`src/rtl/mem_arb_ctrl_if.sv`:
```
// Bus bundle for mem_arb_ctrl: requester channels on one side, the byte-wide memory port on the other.
// The arbiter attaches through the slave modport; a requester/memory model attaches through master.
interface mem_arb_ctrl_if #(
  parameter int NUM_PORTS = 2,
  parameter int ADDR_W    = 32
);
  logic                        rdy;
  logic [NUM_PORTS-1:0]        req;
  logic [NUM_PORTS-1:0]        rw;
  logic [NUM_PORTS*ADDR_W-1:0] addr;
  logic [NUM_PORTS*32-1:0]     wdata;
  logic [NUM_PORTS*2-1:0]      len;
  logic [31:0]                 rdata;
  logic [NUM_PORTS-1:0]        done;
  logic [NUM_PORTS-1:0]        stall;
  logic [ADDR_W-1:0]           mem_a;
  logic [7:0]                  mem_dout;
  logic                        mem_wr;
  logic [7:0]                  mem_din;

  modport slave (
    input  rdy, req, rw, addr, wdata, len, mem_din,
    output rdata, done, stall, mem_a, mem_dout, mem_wr
  );

  modport master (
    output rdy, req, rw, addr, wdata, len, mem_din,
    input  rdata, done, stall, mem_a, mem_dout, mem_wr
  );
endinterface

```
`src/rtl/mem_arb_ctrl.sv`:
```
// Arbitrates NUM_PORTS requesters onto a byte-wide memory, splitting each 1/2/4-byte
// transfer into byte accesses and assembling little-endian read words.
module mem_arb_ctrl #(
  parameter int NUM_PORTS = 2,
  parameter int ADDR_W    = 32,
  parameter int RR_MODE   = 1
) (
  input  logic          clk,
  input  logic          rst,
  mem_arb_ctrl_if.slave bus
);

  localparam int IDX_W = $clog2(NUM_PORTS);

  typedef enum logic [1:0] {IDLE, ISSUE, LAST, DONE} state_t;

  state_t               r_state;
  logic [1:0]           r_k;
  logic [1:0]           r_lastK;
  logic [IDX_W-1:0]     r_grant;
  logic [IDX_W-1:0]     r_rrPtr;
  logic                 r_rw;
  logic [ADDR_W-1:0]    r_start;
  logic [31:0]          r_wdata;
  logic [31:0]          r_rdBuf;
  logic [31:0]          r_rdata;
  logic [ADDR_W-1:0]    r_memA;
  logic [7:0]           r_memDout;
  logic                 r_memWr;
  logic [NUM_PORTS-1:0] r_done;

  logic                 w_anyReq;
  logic [IDX_W-1:0]     w_grant;
  logic [ADDR_W-1:0]    w_addrSel;
  logic [31:0]          w_wdataSel;
  logic [1:0]           w_lenSel;
  logic [1:0]           w_lastKSel;
  logic [1:0]           w_kNext;
  logic [1:0]           w_kPrev;
  logic [31:0]          w_rdFinal;

  // Walk candidates from the highest search offset down so the nearest requester wins.
  always_comb begin
    int pick;
    w_anyReq = 1'b0;
    w_grant  = '0;
    pick     = 0;
    for (int j = NUM_PORTS - 1; j >= 0; j--) begin
      if (RR_MODE != 0) begin
        pick = int'(r_rrPtr) + j;
        if (pick >= NUM_PORTS) pick = pick - NUM_PORTS;
      end else begin
        pick = j;
      end
      if (bus.req[pick]) begin
        w_anyReq = 1'b1;
        w_grant  = IDX_W'(pick);
      end
    end
  end

  assign w_addrSel  = bus.addr[w_grant*ADDR_W +: ADDR_W];
  assign w_wdataSel = bus.wdata[w_grant*32 +: 32];
  assign w_lenSel   = bus.len[w_grant*2 +: 2];
  assign w_lastKSel = (w_lenSel == 2'b00) ? 2'd0 : (w_lenSel == 2'b01) ? 2'd1 : 2'd3;
  assign w_kNext    = r_k + 2'd1;
  assign w_kPrev    = r_k - 2'd1;

  // Bytes above the transfer length were cleared at grant, so the word is already zero-extended.
  always_comb begin
    w_rdFinal                  = r_rdBuf;
    w_rdFinal[8*r_lastK +: 8]  = bus.mem_din;
  end

  always_ff @(posedge clk) begin
    if (rst) begin
      r_state   <= IDLE;
      r_k       <= '0;
      r_lastK   <= '0;
      r_grant   <= '0;
      r_rrPtr   <= '0;
      r_rw      <= 1'b0;
      r_start   <= '0;
      r_wdata   <= '0;
      r_rdBuf   <= '0;
      r_rdata   <= '0;
      r_memA    <= '0;
      r_memDout <= '0;
      r_memWr   <= 1'b0;
      r_done    <= '0;
    end else if (bus.rdy) begin
      case (r_state)
        IDLE: begin
          if (w_anyReq) begin
            r_grant   <= w_grant;
            r_rw      <= bus.rw[w_grant];
            r_start   <= w_addrSel;
            r_wdata   <= w_wdataSel;
            r_lastK   <= w_lastKSel;
            r_k       <= '0;
            r_rdBuf   <= '0;
            r_memA    <= w_addrSel;
            r_memDout <= w_wdataSel[7:0];
            r_memWr   <= bus.rw[w_grant];
            if (RR_MODE != 0) begin
              r_rrPtr <= (w_grant == IDX_W'(NUM_PORTS - 1)) ? '0 : w_grant + 1'b1;
            end
            r_state   <= ISSUE;
          end
        end
        ISSUE: begin
          // Memory data trails its address by one cycle, so this cycle returns byte k-1.
          if (!r_rw && r_k != 2'd0) begin
            r_rdBuf[8*w_kPrev +: 8] <= bus.mem_din;
          end
          if (r_k == r_lastK) begin
            r_memWr <= 1'b0;
            if (r_rw) begin
              r_done[r_grant] <= 1'b1;
              r_state         <= DONE;
            end else begin
              r_state <= LAST;
            end
          end else begin
            r_k       <= w_kNext;
            r_memA    <= r_start + ADDR_W'(w_kNext);
            r_memDout <= r_wdata[8*w_kNext +: 8];
          end
        end
        LAST: begin
          r_rdata         <= w_rdFinal;
          r_done[r_grant] <= 1'b1;
          r_state         <= DONE;
        end
        DONE: begin
          r_done  <= '0;
          r_state <= IDLE;
        end
        default: r_state <= IDLE;
      endcase
    end
  end

  // Gating with rdy keeps a frozen cycle from issuing a write or showing a second done pulse.
  assign bus.rdata    = r_rdata;
  assign bus.mem_a    = r_memA;
  assign bus.mem_dout = r_memDout;
  assign bus.mem_wr   = r_memWr & bus.rdy;
  assign bus.done     = r_done & {NUM_PORTS{bus.rdy}};
  assign bus.stall    = bus.req & ~bus.done;

endmodule

```
`src/flat_wrapper.sv`:
```
// flat-port wrapper written by rule: the top's interface ports become plain ports
module mem_arb_ctrl_flat 
#(
  parameter int NUM_PORTS = 2,
  parameter int ADDR_W    = 32,
  parameter int RR_MODE   = 1
)
  (clk, rst, bus_rdy, bus_req, bus_rw, bus_addr, bus_wdata, bus_len, bus_mem_din, bus_rdata, bus_done, bus_stall, bus_mem_a, bus_mem_dout, bus_mem_wr);
  mem_arb_ctrl_if #(.NUM_PORTS(NUM_PORTS), .ADDR_W(ADDR_W)) bus_i ();
  input  logic clk;
  input  logic rst;
  input wire logic [$bits(bus_i.rdy)-1:0] bus_rdy;
  input wire logic [$bits(bus_i.req)-1:0] bus_req;
  input wire logic [$bits(bus_i.rw)-1:0] bus_rw;
  input wire logic [$bits(bus_i.addr)-1:0] bus_addr;
  input wire logic [$bits(bus_i.wdata)-1:0] bus_wdata;
  input wire logic [$bits(bus_i.len)-1:0] bus_len;
  input wire logic [$bits(bus_i.mem_din)-1:0] bus_mem_din;
  output wire logic [$bits(bus_i.rdata)-1:0] bus_rdata;
  output wire logic [$bits(bus_i.done)-1:0] bus_done;
  output wire logic [$bits(bus_i.stall)-1:0] bus_stall;
  output wire logic [$bits(bus_i.mem_a)-1:0] bus_mem_a;
  output wire logic [$bits(bus_i.mem_dout)-1:0] bus_mem_dout;
  output wire logic [$bits(bus_i.mem_wr)-1:0] bus_mem_wr;
  assign bus_i.rdy = bus_rdy;
  assign bus_i.req = bus_req;
  assign bus_i.rw = bus_rw;
  assign bus_i.addr = bus_addr;
  assign bus_i.wdata = bus_wdata;
  assign bus_i.len = bus_len;
  assign bus_i.mem_din = bus_mem_din;
  assign bus_rdata = bus_i.rdata;
  assign bus_done = bus_i.done;
  assign bus_stall = bus_i.stall;
  assign bus_mem_a = bus_i.mem_a;
  assign bus_mem_dout = bus_i.mem_dout;
  assign bus_mem_wr = bus_i.mem_wr;
  mem_arb_ctrl #(.NUM_PORTS(NUM_PORTS), .ADDR_W(ADDR_W), .RR_MODE(RR_MODE)) u_core (.clk(clk), .rst(rst), .bus(bus_i));
endmodule
```
`config.mk`:
```
export PLATFORM = sky130hd
export DESIGN_NAME = mem_arb_ctrl_flat
export DESIGN_NICKNAME = d
export VERILOG_FILES = /design/src/rtl/mem_arb_ctrl_if.sv /design/src/rtl/mem_arb_ctrl.sv /design/src/flat_wrapper.sv
export SDC_FILE = /design/constraint.sdc
export NUM_CORES = 1
export LEC_CHECK = 0
export ABC_CLOCK_PERIOD_IN_PS = 3790
export CORE_ASPECT_RATIO = 0.9
export CORE_MARGIN = 2
export CORE_UTILIZATION = 30
export CTS_CLUSTER_DIAMETER = 40
export DETAILED_ROUTE_END_ITERATION = 8
export HOLD_SLACK_MARGIN = 0.08
export MAX_ROUTING_LAYER = met4
export PLACE_DENSITY = 0.5
export SETUP_SLACK_MARGIN = 0.1
export SLEW_MARGIN = 20
export SYNTH_ARGS = -nofsm -noshare
export SYNTH_HDL_FRONTEND = slang
export SYNTH_SLANG_ARGS = --single-unit
```
`constraint.sdc`:
```
create_clock -name clk -period 3.79 [get_ports clk]
set_clock_uncertainty 0.2 [all_clocks]
set_input_delay 0.9475 -clock clk [delete_from_list [all_inputs] [get_ports clk]]
set_output_delay 0.9475 -clock clk [all_outputs]
set_load 0.01 [all_outputs]
```
run_1/pdn.png
Pins as bars on the die edge.
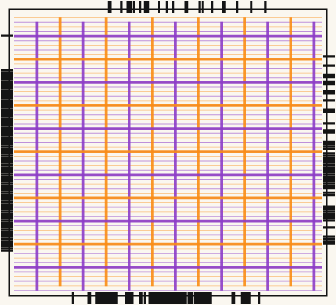
Key: purple = VSS; orange = VDD
11 straps on met5. 224 signal pins sit on the boundary. The core has 59 rows. 13 straps on met4. 60 met1 rails follow the rows.

run_1/cell_classes.png
The bar under the picture is 50 µm long.
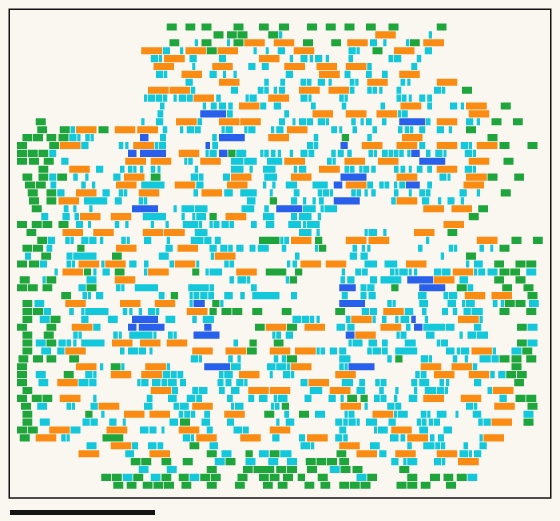
Key: blue = clock drivers and dummy loads [cells 32]; cyan = all other logic [cells 759]; green = other buffers and delay cells [cells 248]; orange = flops [cells 180]

run_1/clock_map.png
The bar under the picture is 50 µm long.
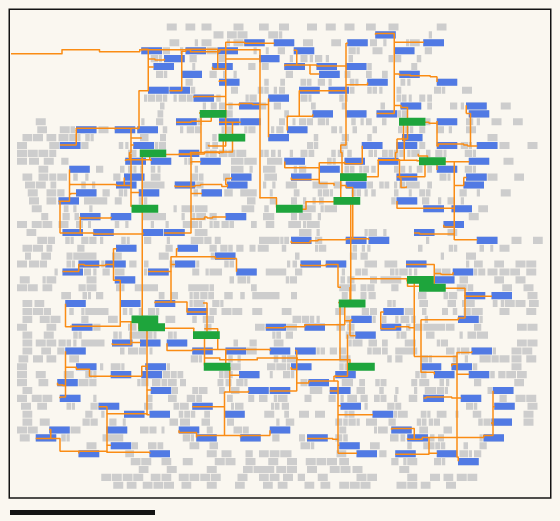
Key: green = cells driving clock nets [count 17]; blue = flip-flops [count 180]; orange = clock wires [length 2590 µm]
Position of the flops: widely spread. There are 18 routed clock nets.
Skew-Pair Late Insertion Delay: 0.44 ns
Clock Power: 1730 µW
Clk pwr share: 0.323

==> qor.csv, run 1 <==
metric,value,unit
flop2flop setup slack,0.89,ns
postcts setup bufs,0,
distinct lib cells,75,
Yosys Warn Count,0,
actual slew at the worst max-slew pin,1.02,ns
yosys stat cell total,1022,
critical path data required time,2.64,ns
core region area,29100,µm²
drt first pass iters,5,
Floorplan Nets,1187,
die area,31200,µm²
kind of end point of the critical path,primary output,
Die Y,168,µm
Synth top cell by count,dfxtp_1,
"Clk pin slew, worst setup/hold paths",0.08,ns
total chip power,5370,µW
vias in the first global route,7936,
adder share,0.0261,
crit-path cells,"clkdlybuf4s50_1, nor2b_1, clkdlybuf4s50_1",
R2R Path End,u_core.bus.mem_a[13]$_SDFFE_PP0P_,
initial detailed-routing violation count,466,
gpl congestion,0.807,
I/O pin count,224,
Mapped Cells,1022,
WP buf/inv,2,
yosys aoi share,0.226,
Top cells by area,"dfxtp_1 40%, a211oi_1 6.5%, a21oi_1 5.5%",
RR Startpoint,u_core.r_k[1]$_SDFFE_PP0P_,
CP Data Arrival Time,2.34,ns
area growth from synthesis to layout,35.5,%
Final Hold Vio Count,0,
CTS Buffer Depth,2,
family with the most delay on the worst path,buffers and inverters,
GRT overflow,0,
RSZ-0062 raised after global routing,no,
Avg Synthesized Cell Area,8.74,µm²
dominant kind of combinational cell,AND-OR/OR-AND gates,
Max Transition Viols Final,0,
Setup TNS,0,ns
post-synth top area share,0.403,
max-cap check violation count,0,
R2R depth,9,
Reg area,3600,µm²
Slew headroom,0.317,
Critical Path Start Type,input pin,
FP Core Util,0.307,
final worst path period need,3.48,ns
gr usage total,0.192,
Worst Hold Depth,2,
row cnt,59,
clock sink count,180,
post-synth top area cell,dfxtp_1,
CP most frequent cell,clkdlybuf4s50_1,
total CTS buffers,17,
"critical path fanouts, max",5,
outcome,completed,
first-pass GRT wire length,45400,µm
vias,8180,
routed wire length,29100,µm
CP peak stage delay,0.66,ns
top_reg_cell synth,dfxtp_1,
Peak VDD IR,0.000328,V
Hold Crit Start,u_core.r_rdBuf[20]$_SDFFE_PP0P_,
cycle use final,0.919,
pin count of the biggest net entering global routing,152,
H-tree level count,4,
achievable clock frequency,287,MHz
final setup violation count,0,
HP Class,flip-flop to flip-flop,
PortBufs,223,
drt wl/cell,18.0,µm
static leakage,0.00423,µW
Root Buffer,clkbuf_16,
DRC,0,
YS chip area,8930,µm²
register share after synthesis,0.403,
Antenna Violating Nets Remaining,0,
hold_buf cts,0,
routed vias/inst,5.06,
Die W,186,µm
proportion of layout cells with a drive suffix above 1,0.0779,
xor/xnor share,0.0244,
flip-flops with a built-in enable,0,
tool warnings,40,
Resized cells post-CTS,0,
synth cell count leaders,"180 x dfxtp_1, 117 x nor2_1, 99 x a21oi_1",
Setup CP Type,input pin to primary output,
cell area after synthesis,8930,µm²
"Slowest-stage cell, CP",clkdlybuf4s50_1,
critical path depth,3,
Layout Nets,1371,
post-DP HPWL,20300,µm
"mux frac, synth",0.0716,
post-synthesis register bit count,180,
Logic cell area,4920,µm²
initial antenna violation count,3,
pwr dens,444,nW/µm²
Fill cells,2970,
CTS tree,built,
"FFs w/ async S/R, synth",0,
simple share,0.201,
Worst Hold Endpoint,u_core.r_rdBuf[20]$_SDFFE_PP0P_,
-- run 1: state kept, by name, indices dropped and copies added, names as in the netlist, 2 cells and up --
signal and flops:
u_core.r_done 2, u_core.r_k 2, u_core.bus.mem_a 32, u_core.r_rdBuf 32, u_core.bus.rdata 32, u_core.r_wdata 32
u_core.r_state 2, u_core.r_lastK 2, u_core.r_start 32, u_core.bus.mem_dout 8
-- run 1: layout by cell type (no fill, tap or decap), types with 5 or more instances in the layout --
cell / count
clkdlybuf4s50_1: 222
dfxtp_1: 180
nor2_1: 116
a21oi_1: 99
nand2_1: 79
a211oi_1: 77
a22oi_1: 40
mux2i_1: 38
nor2b_1: 34
nand3_1: 33
buf_4: 22
nor3_1: 21
clkbuf_16: 17
xor2_1: 16
ha_1: 16
and3_1: 13
inv_1: 11
nand4_1: 10
and2_1: 8
mux4_2: 8
o211a_1: 8
o21ai_0: 8
a211o_1: 8
xnor2_1: 7
mux2_2: 7
o211ai_1: 7
a2bb2oi_1: 7
o22ai_1: 7
nand3b_1: 6
nor4_1: 6
nand2b_1: 5
-- run 1: how the worst max path moves through the flow --
stage               slack, ns                        from                                end
global route             0.23                  bus_req[0]                       bus_stall[0]
floorplan                0.74  u_core.r_k[0]$_SDFFE_PP0P_  u_core.bus.mem_a[15]$_SDFFE_PP0P_
global placement         0.30                  bus_req[1]     u_core.r_wdata[9]$_SDFFE_PP0P_
finish                   0.31                  bus_req[0]                       bus_stall[0]
CTS                      0.33                  bus_req[0]                       bus_stall[0]
detailed placement       0.19                     bus_rdy    u_core.r_wdata[31]$_SDFFE_PP0P_
-- run 1: metrics by stage --
| stage | util | hold WS [ns] | std cells | setup WS (ns) | cell area (µm²) |
|---|---|---|---|---|---|
| global route | 0.416 | 0.259 | 1618 | 0.227 | 12100 |
| detailed placement | 0.396 | 0.241 | 1583 | 0.194 | 11500 |
| global placement | 0.396 | 0.233 | 1583 | 0.299 | 11500 |
| finish | 0.416 | 0.248 | 1618 | 0.307 | 12100 |
| floorplan | - | 0.227 | 1022 | 0.737 | 8930 |
| CTS | 0.416 | 0.249 | 1615 | 0.326 | 12100 |
-- run 1: kinds of logic after synthesis --
kind of cell,count (synthesis)
mux,53
simple gates,357
buf+inv,96
compound gates,294
xor+xnor,24
fa+ha+maj,18
flops,180
-- run 1: cell type report --
class                      count  share of cell area
multi-input combinational    746               0.406
sequential                   180               0.298
inverter                      13             0.00403
timing repair buffer         248               0.204
antenna                        3            0.000620
clock buffer                  18              0.0363
tap                          396              0.0409
clock inverter                14              0.0101
-- run 1: layer usage --
metal	routed length, µm	GRT usage
met1	14600	0.270
met2	12600	0.279
met3	1480	0.0348
met4	482	0.0534
met5	0	-
-- run 1: worst min-delay path, delay by kind of cell, from the launching register on --
family,cells,cell delay [ns]
simple gates,1,0.05
flops,1,0.31
compound gates,1,0.05
-- run 1: where the power goes --
part	leakage [µW]	switching [µW]	internal, µW
clock network	0.000272	855	878
registers	0.00147	147	2080
logic	0.00249	750	662
run_1/final_clocks.png
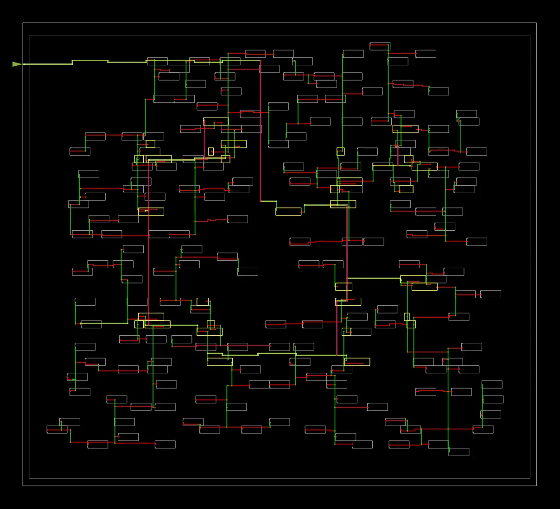

==> run 2: changes to the inputs <==
--- a/config.mk
+++ b/config.mk
@@ -12,9 +12,8 @@
 export CTS_CLUSTER_DIAMETER = 40
 export DETAILED_ROUTE_END_ITERATION = 8
 export HOLD_SLACK_MARGIN = 0.08
-export MAX_ROUTING_LAYER = met4
 export PLACE_DENSITY = 0.5
-export SETUP_SLACK_MARGIN = 0.1
+export SETUP_SLACK_MARGIN = 0.4
 export SLEW_MARGIN = 20
 export SYNTH_ARGS = -nofsm -noshare
 export SYNTH_HDL_FRONTEND = slang
run_2/final_clocks.png
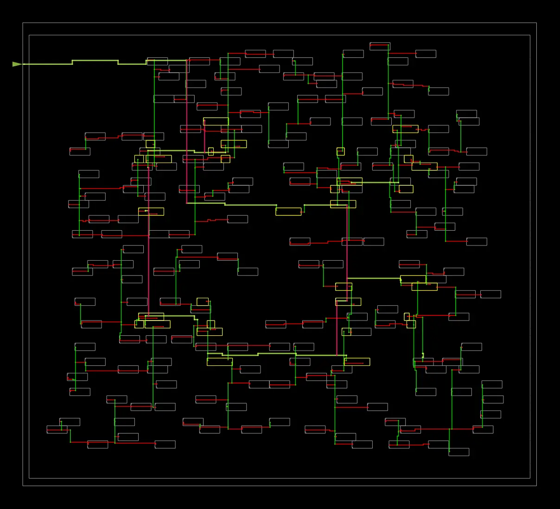
total CTS buffers: 17
flip-flops: 180

==> run 2 against run 1 <==
Net effect:
- wire length about the same
- register-to-register slack barely moved
- flip-flop count unchanged
- sequential power hardly changed
- global-route usage decreased by 0.55 points
- via count is 0.26% higher
- final area hardly changed
- combinational power is essentially flat
- area after synthesis unchanged
- count of clock-buffer cells in the layout unchanged
- synthesized cell count unchanged
- worst setup slack improved by 0.48 ns
- critical path type unchanged
- largest power group unchanged
- highest routed layer is now met5
==> qor.csv, run 2 <==
metric,value,unit,change
WP buf/inv,2,,unchanged
max-cap check violation count,0,,unchanged
proportion of layout cells with a drive suffix above 1,0.0779,,unchanged
Max Transition Viols Final,0,,unchanged
Top cell excl fill/tap,clkdlybuf4s50_1,,unchanged
gr usage total,0.186,,was 0.192
register share after synthesis,0.403,,unchanged
outcome,completed,,unchanged
Worst Hold Depth,2,,unchanged
row cnt,59,,unchanged
area growth from synthesis to layout,35.4,%,was 35.5%
xor/xnor share,0.0244,,unchanged
most frequent cells in the layout,"216 x clkdlybuf4s50_1, 180 x dfxtp_1, 116 x nor2_1",,"was 222 x clkdlybuf4s50_1, 180 x dfxtp_1, 116 x nor2_1"
distinct lib cells,75,,unchanged
core region area,29100,µm²,unchanged
actual slew at the worst max-slew pin,1.03,ns,was 1.02 ns
vias,8201,,was 8180
initial detailed-routing violation count,471,,was 466
static leakage,0.00425,µW,was 0.00423 µW
Die Y,168,µm,unchanged
Avg Synthesized Cell Area,8.74,µm²,unchanged
I/O pin count,224,,unchanged
CTS Buffer Depth,2,,unchanged
crit-path cells,"dlymetal6s2s_1, and2_1, clkdlybuf4s50_1",,"was clkdlybuf4s50_1, nor2b_1, clkdlybuf4s50_1"
critical path data required time,2.64,ns,about the same
post-synth top area cell,dfxtp_1,,unchanged
Slew headroom,0.314,,was 0.317
clock sink count,180,,unchanged
YS chip area,8930,µm²,unchanged
initial antenna violation count,3,,unchanged
"FFs w/ async S/R, synth",0,,unchanged
GRT overflow,0,,unchanged
R2R depth,9,,unchanged
Synth top cell by count,dfxtp_1,,unchanged
pin count of the biggest net entering global routing,152,,unchanged
routed vias/inst,5.07,,was 5.06
Root Buffer,clkbuf_16,,unchanged
"mux frac, synth",0.0716,,unchanged
FP Core Util,0.307,,unchanged
CP Data Arrival Time,1.85,ns,was 2.34 ns
Setup CP Type,input pin to primary output,,unchanged
PortBufs,223,,unchanged
Top cells by area,"dfxtp_1 40%, a211oi_1 6.5%, a21oi_1 5.5%",,unchanged
cycle use final,0.791,,was 0.919
simple share,0.201,,unchanged
gpl congestion,0.796,,was 0.807
CTS tree,built,,unchanged
"Clk pin slew, worst setup/hold paths",0.07,ns,was 0.08 ns
Critical Path Start Type,input pin,,unchanged
Yosys Warn Count,0,,unchanged
critical path depth,3,,unchanged
flip-flops with a built-in enable,0,,unchanged
final setup violation count,0,,unchanged
post-synthesis register bit count,180,,unchanged
HP Class,flip-flop to flip-flop,,unchanged
dominant kind of combinational cell,AND-OR/OR-AND gates,,unchanged
drt wl/cell,18.0,µm,about the same
fin worst setup slack,0.791,ns,was 0.307 ns
pwr dens,443,nW/µm²,was 444 nW/µm²
CP peak stage delay,0.54,ns,was 0.66 ns
top_reg_cell synth,dfxtp_1,,unchanged
Mapped Cells,1022,,unchanged
Die W,186,µm,unchanged
"critical path fanouts, max",4,,was 5
Layout Nets,1371,,unchanged
tool warnings,40,,unchanged
Setup TNS,0,ns,unchanged
Skew-Pair Late Insertion Delay,0.44,ns,about the same
Antenna Violating Nets Remaining,0,,unchanged
Final Non-Filler Cells,1617,,was 1618
vias in the first global route,7918,,was 7936
Peak VDD IR,0.000329,V,was 0.000328 V
total chip power,5360,µW,was 5370 µW
H-tree level count,4,,unchanged
DRC,0,,unchanged
Floorplan Nets,1187,,unchanged
yosys aoi share,0.226,,unchanged
post-placement worst setup slack,0.194,ns,unchanged
RSZ-0062 raised after global routing,no,,unchanged
post-DP HPWL,20300,µm,unchanged
post-synth top area share,0.403,,unchanged
yosys stat cell total,1022,,unchanged
kind of end point of the critical path,primary output,,unchanged
Final Hold Vio Count,0,,unchanged
routed wire length,29100,µm,about the same
achievable clock frequency,333,MHz,was 287 MHz
final worst path period need,3.00,ns,was 3.48 ns
"Slowest-stage cell, CP",clkdlybuf4s50_1,,unchanged
dpl cells,1583,,unchanged
cell area after synthesis,8930,µm²,unchanged
adder share,0.0261,,unchanged
family with the most delay on the worst path,buffers and inverters,,unchanged
first-pass GRT wire length,45300,µm,was 45400 µm
die area,31200,µm²,unchanged
synth cell count leaders,"180 x dfxtp_1, 117 x nor2_1, 99 x a21oi_1",,unchanged
drt first pass iters,5,,unchanged
-- run 2: netlist changes by cell type in the layout (fill, tap and decap cells not counted) --
cell	delta
clkdlybuf4s50_1	-6
diode_2	-1
dlygate4sd2_1	+5
dlymetal6s2s_1	+1
-- run 2: stage by stage --
| step | hold WS, ns | instance area [µm²] | utilization |
|---|---|---|---|
| 5_1_grt | 0.259 | 12100 | 0.416 |
| 3_3_place_gp | 0.233 | 11500 | 0.396 |
| 2_1_floorplan | 0.227 | 8930 | - |
| 6_report | 0.249 | 12100 | 0.416 |
| 3_5_place_dp | 0.241 | 11500 | 0.396 |
| 4_1_cts | 0.249 | 12100 | 0.416 |
-- run 2: cells by family (layout without fill, tap and decap cells) --
group	Yosys count	count (layout)
and+or+nand+nor	357	357
AOI/OAI and AO/OA	294	294
DFF	180	180
buffers and inverters	96	293
muxes	53	53
xor gates and xnor gates	24	24
adders and majority gates	18	18
other	0	2
-- run 2: final timing paths --
kind / from / slack, ns / endpoint
min: u_core.r_rdBuf[28]$_SDFFE_PP0P_ / 0.25 / u_core.r_rdBuf[28]$_SDFFE_PP0P_
max: bus_rdy / 0.79 / bus_done[1]
max reg2reg: u_core.r_k[1]$_SDFFE_PP0P_ / 0.88 / u_core.bus.mem_a[13]$_SDFFE_PP0P_
min reg2reg: u_core.r_rdBuf[28]$_SDFFE_PP0P_ / 0.25 / u_core.r_rdBuf[28]$_SDFFE_PP0P_
-- run 2: cell type report --
type                            count  area, µm²
Clock inverter                     14        123
Sequential cell                   180       3600
Clock buffer                       18        439
Multi-Input combinational cell    746       4920
Antenna cell                        2       5.00
Timing Repair Buffer              248       2460
Tap cell                          396        495
Inverter                           13       48.8
Fill cell                        2972      17000
-- run 2: report_power, final --
group	internal, µW	leakage, µW	total (µW)	switching (µW)
Clock	878	0.000272	1730	851
Combinational	659	0.00251	1410	750
Sequential	2080	0.00147	2220	146
Total	3610	0.00425	5360	1750
-- run 2: repair_timing --
item / CTS / global route
endpoints found under the hold margin: 0 / 0
resized: 5 / 1
gates cloned: 0 / 0
pin swaps: 0 / 0
endpoints found under the setup margin: 3 / 2
hold buffers: 0 / 0
setup buffers: 0 / 0
-- run 2: layer usage --
| metal | up-vias | wire [µm] | GRT usage |
|---|---|---|---|
| met1 | 3861 | 14500 | 0.267 |
| met2 | 211 | 12600 | 0.280 |
| met4 | 2 | 477 | 0.0534 |
| met3 | 24 | 1520 | 0.0374 |
| met5 | - | 13 | 0 |
| li1 | 4103 | - | - |
-- run 2: worst min-delay path: stages, from the launching register on --
cell and delay, ns:
dfxtp_1 0.31, nand2_1 0.05, a21oi_1 0.05
run_2/pdn.png
Pins as bars on the die edge.
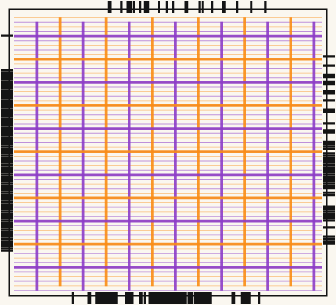

==> run 3: changes to the inputs <==
--- a/config.mk
+++ b/config.mk
@@ -5,7 +5,7 @@
 export SDC_FILE = /design/constraint.sdc
 export NUM_CORES = 1
 export LEC_CHECK = 0
-export ABC_CLOCK_PERIOD_IN_PS = 3790
+export ABC_CLOCK_PERIOD_IN_PS = 2800
 export CORE_ASPECT_RATIO = 0.9
 export CORE_MARGIN = 2
 export CORE_UTILIZATION = 30
==> constraint.sdc (replaced) <==
create_clock -name clk -period 2.8 [get_ports clk]
set_clock_uncertainty 0.2 [all_clocks]
set_input_delay 0.7 -clock clk [delete_from_list [all_inputs] [get_ports clk]]
set_output_delay 0.7 -clock clk [all_outputs]
set_load 0.01 [all_outputs]
run_3/pdn.png
Pins as bars on the die edge.
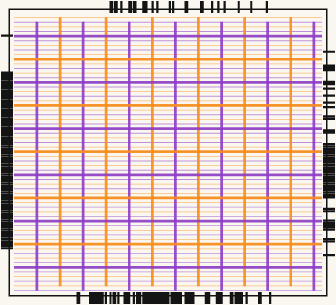
Peak VDD IR: 0.000466 V
Die W: 186 µm

==> run 3 against run 2 <==
Net effect:
- non-clock buffer count is 60 higher
- worst hold slack lost 0.0017 ns
- area after synthesis unchanged
- global-route usage grew 0.22 points
- power grew 41%
- synthesized cell count unchanged
- sequential share of layout area shrank 1.7 points
- sequential power is 36% higher
- critical endpoint is now u_core.bus.mem_a[20]$_SDFFE_PP0P_
==> qor.csv, run 3 <==
metric,value,unit,change
vias,8454,,was 8201
vias in the first global route,8329,,was 7918
yosys stat cell total,1022,,unchanged
Final Hold Vio Count,0,,unchanged
Net Sw Frac,0.314,,was 0.326
Clk pwr share,0.323,,was 0.322
total chip power,7560,µW,was 5360 µW
routed vias/inst,5.05,,was 5.07
actual slew at the worst max-slew pin,0.618,ns,was 1.03 ns
post-DP HPWL,20800,µm,was 20300 µm
post-synth top area share,0.403,,unchanged
RSZ-0062 raised after global routing,yes,,was no
top_reg_cell synth,dfxtp_1,,unchanged
"critical path fanouts, max",5,,was 4
pwr dens,587,nW/µm²,was 443 nW/µm²
final setup violation count,0,,unchanged
dpl cells,1632,,was 1583
Seq pwr share,0.399,,was 0.415
Top cell excl fill/tap,clkdlybuf4s50_1,,unchanged
drt first pass iters,5,,unchanged
RR Startpoint,u_core.r_k[1]$_SDFFE_PP0P_,,unchanged
"FFs w/ async S/R, synth",0,,unchanged
I/O pin count,224,,unchanged
grt peak-use layer,met2,,unchanged
initial detailed-routing violation count,478,,was 471
grt met1 use,0.265,,was 0.267
crit-path cells,"inv_2, ha_4, fa_2, nand4_1, nor3_2, buf_4, buf_6, and3_4, o21a_1, o31ai_1",,"was dlymetal6s2s_1, and2_1, clkdlybuf4s50_1"
CP Data Arrival Time,2.59,ns,was 1.85 ns
flop2flop setup slack,0.36,ns,was 0.88 ns
grt met2 use,0.293,,was 0.280
R2R depth,10,,was 9
Setup TNS,0,ns,unchanged
gpl congestion,0.773,,was 0.796
first-pass GRT wire length,46000,µm,was 45300 µm
HP Class,flip-flop to flip-flop,,unchanged
Antenna Violating Nets Remaining,0,,unchanged
Final Non-Filler Cells,1675,,was 1617
critical path data required time,2.95,ns,was 2.64 ns
CTS Buffer Depth,2,,unchanged
tool warnings,43,,was 40
flip-flops with a built-in enable,0,,unchanged
outcome,completed,,unchanged
row cnt,59,,unchanged
"Clk pin slew, worst setup/hold paths",0.07,ns,about the same
gr usage total,0.188,,was 0.186
distinct lib cells,75,,unchanged
GRT overflow,0,,unchanged
register share after synthesis,0.403,,unchanged
proportion of layout cells with a drive suffix above 1,0.146,,was 0.0779
core region area,29100,µm²,unchanged
Root Buffer,clkbuf_16,,unchanged
area growth from synthesis to layout,44.1,%,was 35.4%
Critical Path Start Type,flip-flop,,was input pin
YS chip area,8930,µm²,unchanged
synth cell count leaders,"180 x dfxtp_1, 117 x nor2_1, 99 x a21oi_1",,unchanged
CP peak stage delay,0.43,ns,was 0.54 ns
family with the most delay on the worst path,adder cells,,was buffers and inverters
clock sink count,180,,unchanged
pin count of the biggest net entering global routing,107,,was 152
cell area after synthesis,8930,µm²,unchanged
Slew headroom,0.588,,was 0.314
Synth top cell by count,dfxtp_1,,unchanged
most frequent cells in the layout,"214 x clkdlybuf4s50_1, 176 x dfxtp_1, 114 x nor2_1",,"was 216 x clkdlybuf4s50_1, 180 x dfxtp_1, 116 x nor2_1"
FP Core Util,0.307,,unchanged
P_int,5190,µW,was 3610 µW
achievable clock frequency,410,MHz,
Hold Crit Start,u_core.r_rdBuf[25]$_SDFFE_PP0P_,,was u_core.r_rdBuf[28]$_SDFFE_PP0P_
cycle use final,0.871,,
Yosys Warn Count,0,,unchanged
max-cap check violation count,0,,unchanged
post-synth top area cell,dfxtp_1,,unchanged
H-tree level count,4,,unchanged
static leakage,0.00462,µW,was 0.00425 µW
Layout Utilization,0.442,,was 0.416
Worst Hold Depth,2,,unchanged
"Slowest-stage cell, CP",fa_2,,was clkdlybuf4s50_1
Layout Nets,1431,,was 1371
PortBufs,223,,unchanged
Setup CP Type,flip-flop to flip-flop,,was input pin to primary output
CTS tree,built,,unchanged
initial antenna violation count,2,,was 3
met3 global-route usage,0.0409,,was 0.0374
drt wl/cell,17.4,µm,was 18.0 µm
routed wire length,29100,µm,about the same
total CTS buffers,17,,unchanged
DRC,0,,unchanged
Mapped Cells,1022,,unchanged
R2R Path End,u_core.bus.mem_a[20]$_SDFFE_PP0P_,,was u_core.bus.mem_a[13]$_SDFFE_PP0P_
Comb pwr share,0.278,,was 0.263
Max Transition Viols Final,0,,unchanged
Psw,2370,µW,was 1750 µW
kind of end point of the critical path,flip-flop,,was primary output
Worst Hold Endpoint,u_core.r_rdBuf[25]$_SDFFE_PP0P_,,was u_core.r_rdBuf[28]$_SDFFE_PP0P_
WP buf/inv,3,,was 2
post-synthesis register bit count,180,,unchanged
Top cells by area,"dfxtp_1 40%, a211oi_1 6.5%, a21oi_1 5.5%",,unchanged
final worst path period need,2.44,ns,
==> run 3: cell counts after synthesis <==
Identical to the previous run, type by type.
==> run 3: worst min-delay path: stages (launching register included) <==
cell and delay (ns):
dfxtp_1 0.31, nand2_1 0.05, a21oi_1 0.05
==> run 3: worst max-delay path by stage <==
stage / endpoint / cells after the start / from / slack [ns]
finish: u_core.bus.mem_a[20]$_SDFFE_PP0P_ / 10 / u_core.r_k[1]$_SDFFE_PP0P_ / 0.36
CTS: bus_stall[0] / 3 / bus_req[0] / 0.18
global placement: bus_stall[0] / 4 / bus_rdy / -0.38
global route: u_core.bus.mem_a[20]$_SDFFE_PP0P_ / 10 / u_core.r_k[1]$_SDFFE_PP0P_ / 0.29
detailed placement: u_core.r_wdata[26]$_SDFFE_PP0P_ / 7 / bus_rdy / -0.35
floorplan: u_core.bus.mem_a[15]$_SDFFE_PP0P_ / 10 / u_core.r_k[0]$_SDFFE_PP0P_ / 0.23
==> run 3: cells by family after synthesis <==
group,synth area share
buffers and inverters,0.0474
muxes,0.0716
AOI/OAI and AO/OA,0.226
xor gates and xnor gates,0.0244
and+or+nand+nor,0.201
adders and majority gates,0.0261
DFF,0.403
==> run 3: power by group through the flow <==
stage	combinational [µW]	clock, µW	sequential [µW]
3_5_place_dp	2070	0	3070
5_1_grt	2300	2610	3050
2_1_floorplan	1100	0	3070
4_1_cts	2100	2510	3010
3_3_place_gp	2070	0	3060
6_report	2100	2440	3010
==> run 3: routing by layer <==
layer,up-vias,share of wire
met5,-,0
met4,0,0.0081
met3,16,0.059
met2,223,0.45
met1,3996,0.48
li1,4219,-
==> run 3: cell type report <==
type | count | area (µm²)
diodes | 1 | 2.50
clock buffers | 19 | 433
clock inverters | 12 | 144
fillers | 2916 | 16200
inverters | 13 | 53.8
multi-input cells | 746 | 5080
flip-flops and latches | 180 | 3620
well taps | 396 | 495
repair buffers | 308 | 3040
==> run 3: repair_timing <==
| item | 4_1_cts | 5_1_grt |
|---|---|---|
| gates resized | 37 | 21 |
| endpoints found under the setup margin | 97 | 57 |
| pin swaps | 6 | 13 |
| hold endpoints to repair | 0 | 0 |
| hold buffers | 0 | 0 |
| setup buffers | 5 | 4 |
| cloned | 1 | 1 |
==> run 3: stage by stage <==
stage	cell area, µm²	worst slack, ns
final	12900	0.362
after global routing	12900	0.293
after CTS	12700	0.177
after detailed placement	12000	-0.345
after global placement	12000	-0.379
after floorplan	8990	0.231
No activity file was given, so power comes from the tool's default toggle rates.
